`config.mk`:
```
export PLATFORM = sky130hd
export DESIGN_NAME = alu_issue_arbiter
export DESIGN_NICKNAME = d
export VERILOG_FILES = /design/src/rtl/alu_pkg.sv /design/src/rtl/rr_arbiter2.sv /design/src/rtl/alu_issue_arbiter.sv
export SDC_FILE = /design/constraint.sdc
export NUM_CORES = 1
export LEC_CHECK = 0
export CELL_PAD_IN_SITES_DETAIL_PLACEMENT = 0
export CELL_PAD_IN_SITES_GLOBAL_PLACEMENT = 1
export CORE_ASPECT_RATIO = 0.9
export CORE_UTILIZATION = 24
export DETAILED_ROUTE_END_ITERATION = 7
export GPL_TIMING_DRIVEN = 0
export PLACE_DENSITY = 0.79
export SYNTH_ARGS = -nofsm -noshare
export SYNTH_HDL_FRONTEND = slang
export SYNTH_HIERARCHICAL = 1
export SYNTH_SLANG_ARGS = --single-unit
```
`constraint.sdc`:
```
create_clock -name clk -period 3.1 [get_ports clk]
set_input_delay 0.93 -clock clk [delete_from_list [all_inputs] [get_ports clk]]
set_output_delay 0.93 -clock clk [all_outputs]
set_load 0.005 [all_outputs]
```
`src/rtl/alu_pkg.sv`:
```
// Shared definitions for the ALU issue arbiter: op-bundle width, one-hot bit
// positions and the issue FSM state type.
package alu_pkg;

    localparam int ALUSIG_W = 13;

    localparam int ALU_ADD = 0;
    localparam int ALU_SUB = 3;
    localparam int ALU_MUL = 4;
    localparam int ALU_CMP = 5;
    localparam int ALU_MOV = 6;
    localparam int ALU_OR  = 7;
    localparam int ALU_AND = 8;
    localparam int ALU_NOT = 9;
    localparam int ALU_LSL = 10;
    localparam int ALU_LSR = 11;

    typedef enum logic {
        IDLE = 1'b0,
        EXEC = 1'b1
    } state_e;

    // Only a clean one-hot MUL takes the long latency; zero or multi-hot bundles do not.
    function automatic logic is_mul_op(input logic [ALUSIG_W-1:0] sig);
        return sig == (ALUSIG_W'(1) << ALU_MUL);
    endfunction

endpackage

```
`src/rtl/rr_arbiter2.sv`:
```
// Two-request round-robin arbiter. The pointer names the lane that wins a tie
// and moves to the other lane after every taken grant.
module rr_arbiter2 (
    input  logic       clk,
    input  logic       reset,
    input  logic [1:0] req,
    input  logic       en,
    input  logic       upd,
    output logic [1:0] grant
);

    logic ptr_q;
    logic ptr_d;
    logic [1:0] win;

    always_comb begin
        win = 2'b00;
        case (req)
            2'b01:   win = 2'b01;
            2'b10:   win = 2'b10;
            2'b11:   win = ptr_q ? 2'b10 : 2'b01;
            default: win = 2'b00;
        endcase
        grant = en ? win : 2'b00;
        ptr_d = ptr_q;
        if (upd) begin
            ptr_d = grant[0];
        end
    end

    always_ff @(posedge clk) begin
        if (reset) begin
            ptr_q <= 1'b0;
        end else begin
            ptr_q <= ptr_d;
        end
    end

endmodule

```
`src/rtl/alu_issue_arbiter.sv`:
```
// Shares one clocked ALU between two issue lanes: round-robin accept, holds the
// ALU input bundle for the op latency and returns the result with its tag.
module alu_issue_arbiter
    import alu_pkg::*;
#(
    parameter int TAG_W   = 4,
    parameter int ALU_LAT = 1,
    parameter int MUL_LAT = 3
) (
    input  logic                clk,
    input  logic                reset,
    input  logic                flush,
    input  logic [1:0]          req_valid,
    output logic [1:0]          req_ready,
    input  logic [12:0]         req_alusignals0,
    input  logic [12:0]         req_alusignals1,
    input  logic [15:0]         req_op1_0,
    input  logic [15:0]         req_op1_1,
    input  logic [15:0]         req_op2_0,
    input  logic [15:0]         req_op2_1,
    input  logic [4:0]          req_immx0,
    input  logic [4:0]          req_immx1,
    input  logic                req_isimm0,
    input  logic                req_isimm1,
    input  logic [TAG_W-1:0]    req_tag0,
    input  logic [TAG_W-1:0]    req_tag1,
    output logic [1:0]          resp_valid,
    output logic [15:0]         resp_result,
    output logic [TAG_W-1:0]    resp_tag,
    output logic [12:0]         alu_alusignals,
    output logic [15:0]         alu_op1,
    output logic [15:0]         alu_op2,
    output logic [4:0]          alu_immx,
    output logic                alu_isimmediate,
    input  logic [15:0]         alu_result
);

    localparam int LAT_MAX = (MUL_LAT > ALU_LAT) ? MUL_LAT : ALU_LAT;
    localparam int CNT_W   = (LAT_MAX < 1) ? 1 : $clog2(LAT_MAX + 1);

    state_e                state_q, state_d;
    logic [CNT_W-1:0]      cnt_q, cnt_d;
    logic                  lane_q, lane_d;
    logic [TAG_W-1:0]      tag_q, tag_d;
    logic [ALUSIG_W-1:0]   sig_q, sig_d;
    logic [15:0]           op1_q, op1_d;
    logic [15:0]           op2_q, op2_d;
    logic [4:0]            immx_q, immx_d;
    logic                  isimm_q, isimm_d;

    logic                  done;
    logic                  free;
    logic                  accept;
    logic                  sel;
    logic [1:0]            grant;

    // The completion cycle doubles as an accept slot so back-to-back ops have no bubble.
    assign done   = (state_q == EXEC) && (cnt_q == '0) && !flush && !reset;
    assign free   = ((state_q == IDLE) || (cnt_q == '0)) && !flush && !reset;
    assign accept = |grant;
    assign sel    = grant[1];

    rr_arbiter2 u_rr (
        .clk   (clk),
        .reset (reset),
        .req   (req_valid),
        .en    (free),
        .upd   (accept),
        .grant (grant)
    );

    always_comb begin
        state_d = state_q;
        cnt_d   = cnt_q;
        lane_d  = lane_q;
        tag_d   = tag_q;
        sig_d   = sig_q;
        op1_d   = op1_q;
        op2_d   = op2_q;
        immx_d  = immx_q;
        isimm_d = isimm_q;
        if (flush) begin
            state_d = IDLE;
            sig_d   = '0;
        end else if (accept) begin
            state_d = EXEC;
            lane_d  = sel;
            tag_d   = sel ? req_tag1        : req_tag0;
            sig_d   = sel ? req_alusignals1 : req_alusignals0;
            op1_d   = sel ? req_op1_1       : req_op1_0;
            op2_d   = sel ? req_op2_1       : req_op2_0;
            immx_d  = sel ? req_immx1       : req_immx0;
            isimm_d = sel ? req_isimm1      : req_isimm0;
            cnt_d   = is_mul_op(sel ? req_alusignals1 : req_alusignals0)
                      ? CNT_W'(MUL_LAT) : CNT_W'(ALU_LAT);
        end else if (state_q == EXEC) begin
            if (cnt_q == '0) begin
                state_d = IDLE;
                sig_d   = '0;
            end else begin
                cnt_d = cnt_q - CNT_W'(1);
            end
        end
    end

    always_ff @(posedge clk) begin
        if (reset) begin
            state_q <= IDLE;
            cnt_q   <= '0;
            lane_q  <= 1'b0;
            tag_q   <= '0;
            sig_q   <= '0;
            op1_q   <= '0;
            op2_q   <= '0;
            immx_q  <= '0;
            isimm_q <= 1'b0;
        end else begin
            state_q <= state_d;
            cnt_q   <= cnt_d;
            lane_q  <= lane_d;
            tag_q   <= tag_d;
            sig_q   <= sig_d;
            op1_q   <= op1_d;
            op2_q   <= op2_d;
            immx_q  <= immx_d;
            isimm_q <= isimm_d;
        end
    end

    assign req_ready       = grant;
    assign resp_valid      = done ? (lane_q ? 2'b10 : 2'b01) : 2'b00;
    assign resp_result     = done ? alu_result : 16'h0000;
    assign resp_tag        = done ? tag_q : '0;
    assign alu_alusignals  = sig_q;
    assign alu_op1         = op1_q;
    assign alu_op2         = op2_q;
    assign alu_immx        = immx_q;
    assign alu_isimmediate = isimm_q;

endmodule

```
==> run_results.csv, run 1 <==
group,metric,value,unit
timing,max_slew.worst_pin.slew,674,ps
cts,cts_root_buffer,"clkbuf_16",
synthesis,top_logic_kind,"AND-OR/OR-AND gates",
power,vdd_drop_max,0.220,mV
global_routing,top_usage_layer,"met2",
final_layout,layout.cells.non_filler,701,
synthesis,yosysMostFrequentCell,"nor2_1",
cts,htreeDepth,3,
global_routing,grt_remaining_overflow,0,
floorplan,dieHeight,106,um
outcome,status,"complete, no violations",
route,routed_via_density,4.56,
synthesis,avgSynthCellArea,9.36,um^2
timing,period_needed,3030,ps
global_routing,grt_use_met1,21.8,%
timing,slew_headroom,55.1,%
synthesis,synth-edff-count,0,
power,clk-power,1.01,mW
timing,fin_skew,7.16,ps
job,warnings,27,
route,drt_first_pass_iters,5,
global_routing,first_global_vias,3246,
route,wl_met3,604,um
route,drtIter0Drc,159,
job,cap_viol_max_count,0,
power,p_comb,0.415,mW
route,wirelength,10.8,mm
placed_design,placed_area,5130,um^2
floorplan,core_region_area,11600,um^2
placed_design,dp.cells,669,
power,pwr-share-comb,18.5,%
setup_path,cp.arrival,2100,ps
-- run 1: worst min-delay path by stage --
stage	to	slack, ps
finish	tag_q[3]	500
global route	tag_q[3]	520
CTS	lane_q	490
detailed placement	lane_q	480
global placement	tag_q[1]	480
floorplan	lane_q	460
-- run 1: cells by family after synthesis --
kind of cell	count (synthesis)
simple gates	108
fa+ha+maj	1
flops	60
buf+inv	32
compound gates	65
mux	42
-- run 1: worst max-delay path, delay by kind of cell --
family / cells / cell delay, ps
and+or+nand+nor: 3 / 570
buffers and inverters: 4 / 590
-- run 1: what timing repair did --
action,4_1_cts,5_1_grt
endpoints found under the setup margin,83,37
endpoints found under the hold margin,0,0
buffers inserted,18,0
pin swaps,5,3
gates cloned,2,0
gates resized,103,12
-- run 1: area by class of cell --
cell class	instances	area, um^2	share of cell area [%]
buffer	25	165	2.95
clock buffer	10	239	4.27
clock inverter	6	63.8	1.14
inverter	5	18.8	0.335
multi-input combinational	216	1550	27.7
sequential	60	1200	21.5
tap	156	195	3.49
timing repair buffer	223	2160	38.7
-- run 1: placed cells by master, fill, tap and decap left out, drive strengths merged, types with 4 or more instances in the layout --
cell type and count:
nor2 66, inv 5, a222oi 12, clkdlybuf4s50 179, dfxtp 60, dlygate4sd2 6
a21oi 6, clkdlybuf4s15 5, mux2i 42, nand2 4, buf 49, clkbuf 19
and2 21, a211oi 42
-- run 1: metrics by stage --
step           TNS, ps  setup WS, ps  utilization (%)  power [mW]
6_report             0          74.5             48.4        2.24
5_1_grt              0          8.56             48.4        2.35
4_1_cts          -84.7         -32.3             48.4        2.28
3_5_place_dp    -69550         -1260             44.3        1.24
3_3_place_gp    -66010         -1230             44.3        1.23
2_1_floorplan        0           105                -       0.972
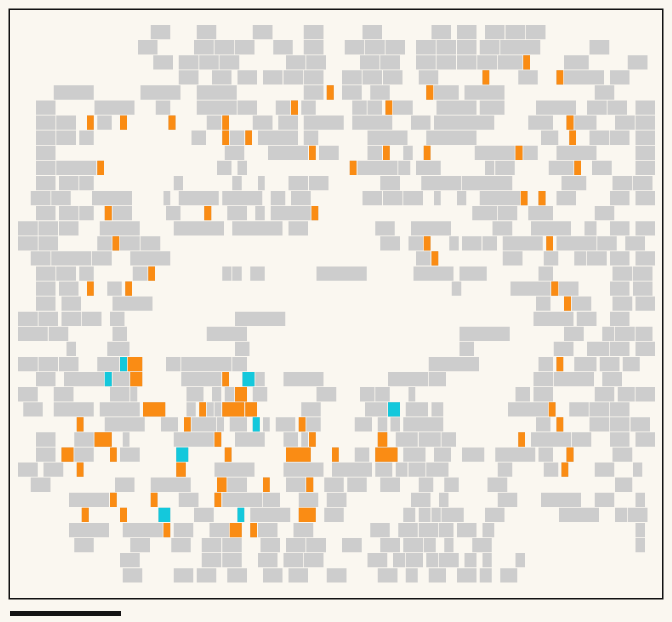
Run 1: gate families picked out
The bar under the picture is 20 um long.
| color | family | cells | most used |
|---|---|---|---|
| cyan | NAND gates | 8 | nand2_1 |
| orange | NOR gates | 77 | nor2_1 |

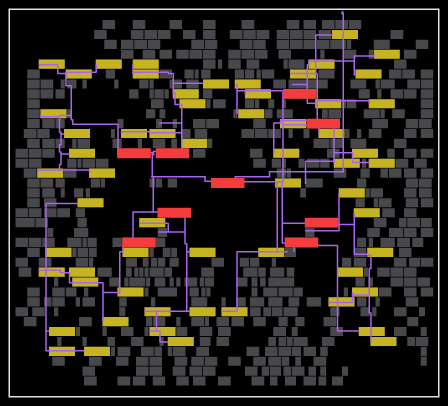
Run 1: routed clock nets over the placement
[red] cells driving clock nets | count: 9
[purple] clock wires | length: 950 um
[yellow] flip-flops | count: 60
routed clock nets: 10

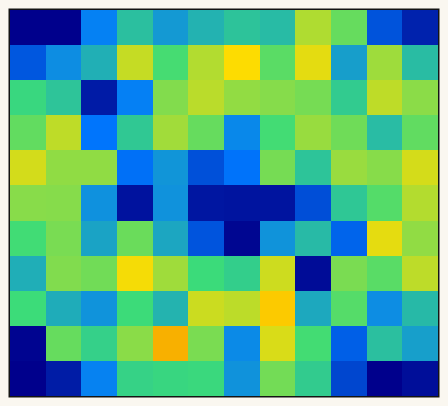
Run 1: cell density map
The die is cut into 12 by 11 equal tiles; dark blue is low, red is high, 0 to 100% covered.
emptiest ninth of the die: middle
mean over tiles: 43%
tiles over 75% full: 1.5%
nearly empty tiles: 4.5%
fullest tile: 80%

Run 1, signal wires by layer:
The bar under the picture is 20 um long.
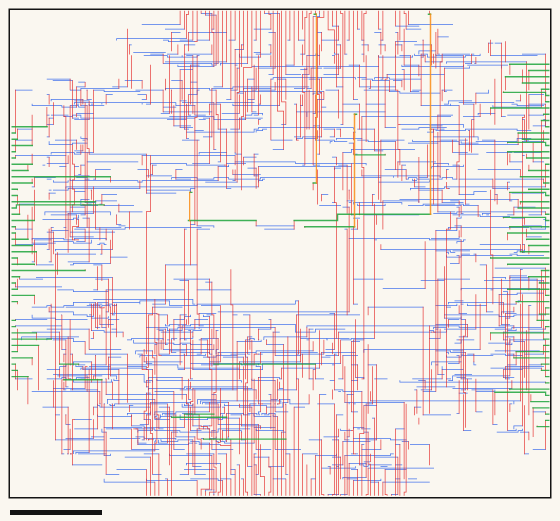

==> run 2, diff against run 1 <==
--- a/config.mk
+++ b/config.mk
@@ -8,10 +8,11 @@
 export CELL_PAD_IN_SITES_DETAIL_PLACEMENT = 0
 export CELL_PAD_IN_SITES_GLOBAL_PLACEMENT = 1
 export CORE_ASPECT_RATIO = 0.9
-export CORE_UTILIZATION = 24
+export CORE_UTILIZATION = 43
 export DETAILED_ROUTE_END_ITERATION = 7
+export DONT_BUFFER_PORTS = 1
 export GPL_TIMING_DRIVEN = 0
-export PLACE_DENSITY = 0.79
+export PLACE_DENSITY = 0.77
 export SYNTH_ARGS = -nofsm -noshare
 export SYNTH_HDL_FRONTEND = slang
 export SYNTH_HIERARCHICAL = 1
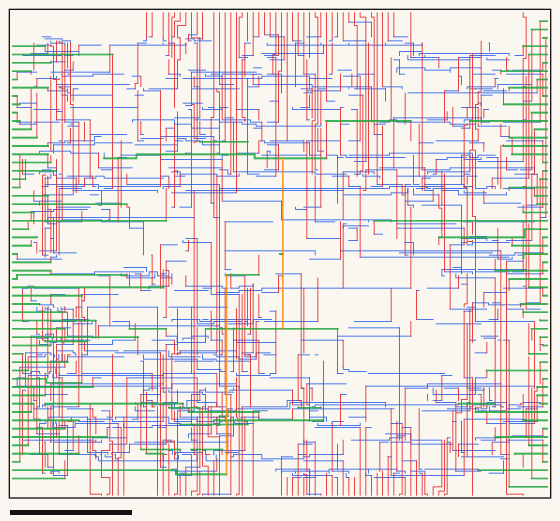
Run 2: signal wires by layer
The bar under the picture is 20 um long.
| color | layer | wire length |
|---|---|---|
| blue | met1 | 3170 um |
| green | met3 | 856 um |
| orange | met4 | 60.5 um |
| red | met2 | 3800 um |

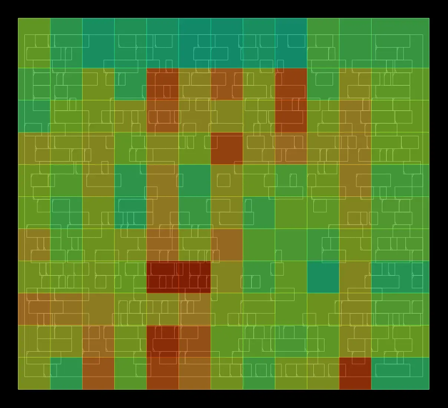
Run 2: track usage over the die
All-Layer GR Usage: 22.3%
met3 GRT Util: 9.00%

==> run_results.csv, run 2 <==
group,metric,value,unit
cts,cts_root_buffer,"clkbuf_8",
cts,postCtsSetupBuffers,0,
global_routing,top_usage_layer,"met2",
floorplan,core_region_area,6280,um^2
floorplan,dieHeight,79.7,um
route,routed_via_density,5.87,
timing,tns,0,ps
setup_path,cp.arrival,2060,ps
global_routing,grt_remaining_overflow,0,
timing,period_needed,2990,ps
power,vdd_drop_max,0.315,mV
cts,htreeDepth,3,
route,wirelength,7.89,mm
outcome,status,"complete, no violations",
placed_design,placed_area,2990,um^2
route,drtIter0Drc,98,
setup_path,cp.depth,7,
synthesis,synth-edff-count,0,
route,drt_first_pass_iters,6,
timing,max_slew.worst_pin.slew,658,ps
timing,fin_skew,7.66,ps
global_routing,first_global_vias,2402,
final_layout,lay_top_cells,"62 x nor2_1, 60 x dfxtp_1, 42 x mux2i_1, 32 x a211oi_1, 21 x and2_1",
## run 2: netlist changes by cell type in the layout (fill, tap and decap cells not counted), sizes merged
cell,previous run,this run
clkdlybuf4s50,179,0
buf,49,19
dlygate4sd2,6,0
clkdlybuf4s15,5,0
clkbuf,19,18
clkinvlp,2,1
## run 2: layout make-up
cell class	count	area, um^2
well taps	87	109
plain buffers	27	153
flip-flops and latches	60	1200
multi-input cells	216	1530
clock inverters	5	52.6
inverters	5	18.8
clock buffers	10	138
fillers	617	3080
## run 2: metrics by stage
step | util [%] | cells | power (mW) | setup WS (ps)
CTS | 50.9 | 410 | 1.71 | 44.0
global route | 51.0 | 410 | 1.76 | 8.80
global placement | 47.6 | 395 | 1.01 | -405
detailed placement | 47.6 | 395 | 1.01 | -457
floorplan | - | 308 | 0.972 | 105
finish | 51.0 | 410 | 1.68 | 111
## run 2: tightest hold or removal path, cell delays in order, from the launching register on
cell	delay, ps
dfxtp_1	300
nor2_1	90
a211oi_1	50
## run 2: cell families after synthesis
family | after synthesis | synth area share [%]
mux | 42 | 14.6
compound gates | 65 | 19.4
fa+ha+maj | 1 | 0.434
buf+inv | 32 | 5.81
simple gates | 108 | 18.1
flops | 60 | 41.6
## run 2: worst min path at each step
| stage | cells past startpoint | endpoint |
|---|---|---|
| final | 2 | tag_q[2] |
| after CTS | 2 | lane_q |
| after global placement | 2 | lane_q |
| after detailed placement | 2 | lane_q |
| after floorplan | 2 | lane_q |
| after global routing | 2 | alu_immx[1] |
## run 2: repair_timing
item,4_1_cts,5_1_grt
resized,5,3
pin swaps,0,0
endpoints found under the hold margin,0,0
cloned,0,0
setup endpoints to repair,42,15
## run 2: power by group
group,switching (mW),total [mW],internal [mW]
clock network,0.306,0.690,0.384
registers,0.0248,0.829,0.804
logic,0.0941,0.163,0.0692
total,0.425,1.68,1.26
No activity file was given, so power comes from the tool's default toggle rates.
